--- src/rtl/mmu_skew_feeder.sv ---
// Upstream feeder for the 4x4 systolic MMU: buffers one data tile and one weight
// tile, then streams both as diagonally skewed wavefronts followed by a zero drain.
`timescale 1ns/1ps

module mmu_skew_feeder #(
    parameter int unsigned depth        = 4,
    parameter int unsigned bit_width    = 8,
    parameter int unsigned flush_cycles = 8
) (
    input  logic                         clk,
    input  logic                         reset,
    input  logic                         wr_en,
    input  logic                         wr_sel,
    input  logic [$clog2(depth)-1:0]     wr_row,
    input  logic [depth*bit_width-1:0]   wr_data,
    input  logic                         start,
    output logic [depth*bit_width-1:0]   data_arr,
    output logic [depth*bit_width-1:0]   wt_arr,
    output logic                         control,
    output logic                         busy,
    output logic                         done
);

    localparam int unsigned ROW_W     = $clog2(depth);
    localparam int unsigned STEP_W    = $clog2(2*depth);
    localparam int unsigned FLUSH_W   = 8;
    localparam int unsigned STEP_LAST = 2*depth - 2;

    localparam logic [1:0] S_IDLE   = 2'd0;
    localparam logic [1:0] S_STREAM = 2'd1;
    localparam logic [1:0] S_FLUSH  = 2'd2;
    localparam logic [1:0] S_DONE   = 2'd3;

    // Element c of a row sits at index depth-1-c, matching the bus lane order.
    typedef logic [depth-1:0][bit_width-1:0] row_t;

    row_t dbuf_q [depth];
    row_t wbuf_q [depth];

    logic [1:0]         state_q, state_d;
    logic [STEP_W-1:0]  step_q,  step_d;
    logic [FLUSH_W-1:0] flush_q, flush_d;
    row_t               data_q,  data_d;
    row_t               wt_q,    wt_d;
    logic               control_q, control_d;
    logic               busy_q,    busy_d;
    logic               done_q,    done_d;
    logic               wr_go_c;

    // Next-state, tile write enable and registered-output next values.
    always_comb begin
        state_d   = state_q;
        step_d    = step_q;
        flush_d   = flush_q;
        data_d    = '0;
        wt_d      = '0;
        control_d = 1'b0;
        busy_d    = 1'b0;
        done_d    = 1'b0;
        wr_go_c   = (state_q == S_IDLE) && wr_en && !start;

        case (state_q)
            S_IDLE: begin
                if (start) begin
                    state_d = S_STREAM;
                    step_d  = '0;
                end
            end
            S_STREAM: begin
                if (step_q == STEP_W'(STEP_LAST)) begin
                    state_d = S_FLUSH;
                    flush_d = '0;
                end else begin
                    step_d = step_q + STEP_W'(1);
                end
            end
            S_FLUSH: begin
                if (flush_q == FLUSH_W'(flush_cycles - 1)) begin
                    state_d = S_DONE;
                end else begin
                    flush_d = flush_q + FLUSH_W'(1);
                end
            end
            S_DONE:  state_d = S_IDLE;
            default: state_d = S_IDLE;
        endcase

        // Lane k carries row (step - k) of each tile, so lane k lags lane 0 by k cycles.
        if (state_d == S_STREAM) begin
            for (int k = 0; k < int'(depth); k++) begin
                if ((int'(step_d) >= k) && ((int'(step_d) - k) < int'(depth))) begin
                    data_d[ROW_W'(int'(depth) - 1 - k)] =
                        dbuf_q[ROW_W'(int'(step_d) - k)][ROW_W'(int'(depth) - 1 - k)];
                    wt_d[ROW_W'(int'(depth) - 1 - k)] =
                        wbuf_q[ROW_W'(int'(step_d) - k)][ROW_W'(int'(depth) - 1 - k)];
                end
            end
        end

        control_d = (state_d == S_STREAM) || (state_d == S_FLUSH);
        busy_d    = (state_d != S_IDLE);
        done_d    = (state_d == S_DONE);
    end

    // State, counters and output registers.
    always_ff @(posedge clk or negedge reset) begin
        if (!reset) begin
            state_q   <= S_IDLE;
            step_q    <= '0;
            flush_q   <= '0;
            data_q    <= '0;
            wt_q      <= '0;
            control_q <= 1'b0;
            busy_q    <= 1'b0;
            done_q    <= 1'b0;
        end else begin
            state_q   <= state_d;
            step_q    <= step_d;
            flush_q   <= flush_d;
            data_q    <= data_d;
            wt_q      <= wt_d;
            control_q <= control_d;
            busy_q    <= busy_d;
            done_q    <= done_d;
        end
    end

    // Tile storage; contents persist across runs and clear only on reset.
    always_ff @(posedge clk or negedge reset) begin
        if (!reset) begin
            for (int r = 0; r < int'(depth); r++) begin
                dbuf_q[r] <= '0;
                wbuf_q[r] <= '0;
            end
        end else if (wr_go_c) begin
            if (wr_sel) begin
                wbuf_q[wr_row] <= wr_data;
            end else begin
                dbuf_q[wr_row] <= wr_data;
            end
        end
    end

    assign data_arr = data_q;
    assign wt_arr   = wt_q;
    assign control  = control_q;
    assign busy     = busy_q;
    assign done     = done_q;

endmodule
--- config.mk ---
export PLATFORM = sky130hd
export DESIGN_NAME = mmu_skew_feeder
export DESIGN_NICKNAME = d
export VERILOG_FILES = /design/src/rtl/mmu_skew_feeder.sv
export SDC_FILE = /design/constraint.sdc
export NUM_CORES = 1
export LEC_CHECK = 0
export ABC_CLOCK_PERIOD_IN_PS = 2650
export CAP_MARGIN = 20
export CORE_MARGIN = 2
export CORE_UTILIZATION = 29
export CTS_CLUSTER_DIAMETER = 120
export CTS_CLUSTER_SIZE = 28
export DETAILED_ROUTE_END_ITERATION = 16
export PLACE_DENSITY = 0.5
export SLEW_MARGIN = 20
export SYNTH_ARGS = -nofsm -noshare
export SYNTH_HDL_FRONTEND = slang
export SYNTH_SLANG_ARGS = --single-unit
--- constraint.sdc ---
create_clock -name clk -period 2.65 [get_ports clk]
set_input_delay 0.795 -clock clk [delete_from_list [all_inputs] [get_ports clk]]
set_output_delay 0.795 -clock clk [all_outputs]
set_load 0.005 [all_outputs]
### I/O nets highlighted

The bar under the picture is 50 um long.
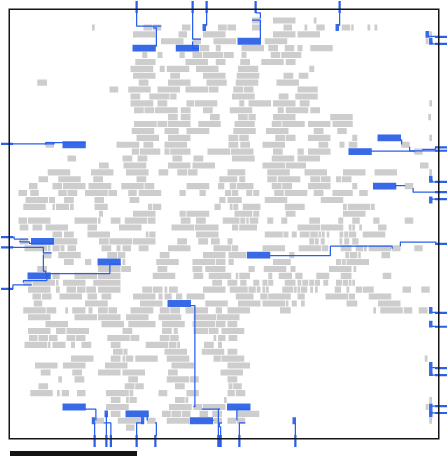
Key: blue = wt_arr [bits 32, direction output, edge 14 right, 9 bottom, 5 top, 4 left, end cells 32, buffers 16, wire 498 um]
IO Count: 106
IO Port Bufs: 57

### Congestion heat map

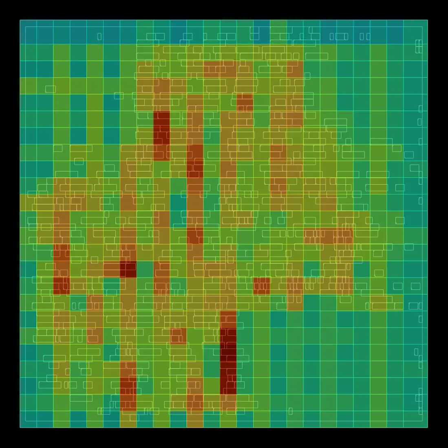
met3 Usage GRT: 3.180%
GRT Total Usage: 12.86%

==> Changelog: implementation <==
## Flow update

* Final core utilization at 35.69%
* Placed standard-cell area at 8935 um^2
* Mux share at 25.13%
* Final setup skew at 0.01870 ns
* GRT overflow at 0
* Number of global-route vias before repair at 4,792
* First-pass GRT wire length at 27,810 um
* Setup WS pre-CTS at -0.2780 ns
* Combinational share of power at 39.1%
* DRT Pass-1 Iters at 4
* Max IR drop VDD at 801.6 uV
* Die width at 168.7 um
* Largest stage delay, worst path at 0.49 ns
* Chip area at 28,460 um^2
* Post-route setup TNS at 0 ns
* Cell Pwr Density at 1131 nW/um^2
* Rel. slew slack at 59.15%
* FF-to-FF Start: flush_q[3]
* Switching Share at 33.92%
* Slew Limit Fails at 0
* DRT Wirelength at 17,190 um
* Mapped Cells at 547
* Total Power at 10,820 uW
* Worst Setup SP: start
* Top cells by area: dfrtp_1, mux2_2, mux4_2
* R2R Setup Slk at 0.24 ns
* Antenna Violating Nets Remaining at 0
* Status: complete, no violations
* Top non-seq family: multiplexers
* Cell Count, Final, Fillers Out at 987
* Top sig layer: met4
* Commonest Layout Cell: dfrtp_1
* Cell with the most instances after synthesis: dfrtp_1
* Routed wl met3 at 717 um
* Layout area overhead at 21.58%
* Setup bufs post-CTS at 0
* CP Depth at 7
* CP max-delay cell: clkdlybuf4s50_1
* Clk latency late pin at 0.43 ns
[final cells by class]
type / count / area [um^2]
Clock inverter: 15 / 196.4
Multi-Input combinational cell: 333 / 3094
Timing Repair Buffer: 95 / 982.2
Tap cell: 341 / 426.7
Fill cell: 2554 / 17240
Inverter: 9 / 33.78
Clock buffer: 17 / 425.4
Antenna cell: 1 / 2.502
Sequential cell: 176 / 4404
[registers in the layout, indices dropped and copies added, names as in the netlist]
register	count
flush_q	8
data_arr	16
wbuf_q	64
wt_arr	16
dbuf_q	64
step_q	3
busy	1
state_q	2
done	1
control	1
[power by group through the flow]
stage               combinational (uW)  sequential [uW]  clock [uW]
floorplan                         2900             3890           0
global placement                  4220             3970           0
detailed placement                4280             4030           0
CTS                               4310             3980        2700
global route                      4640             4080        2830
finish                            4230             3980        2610
Power is estimated from default activity; no workload was simulated.
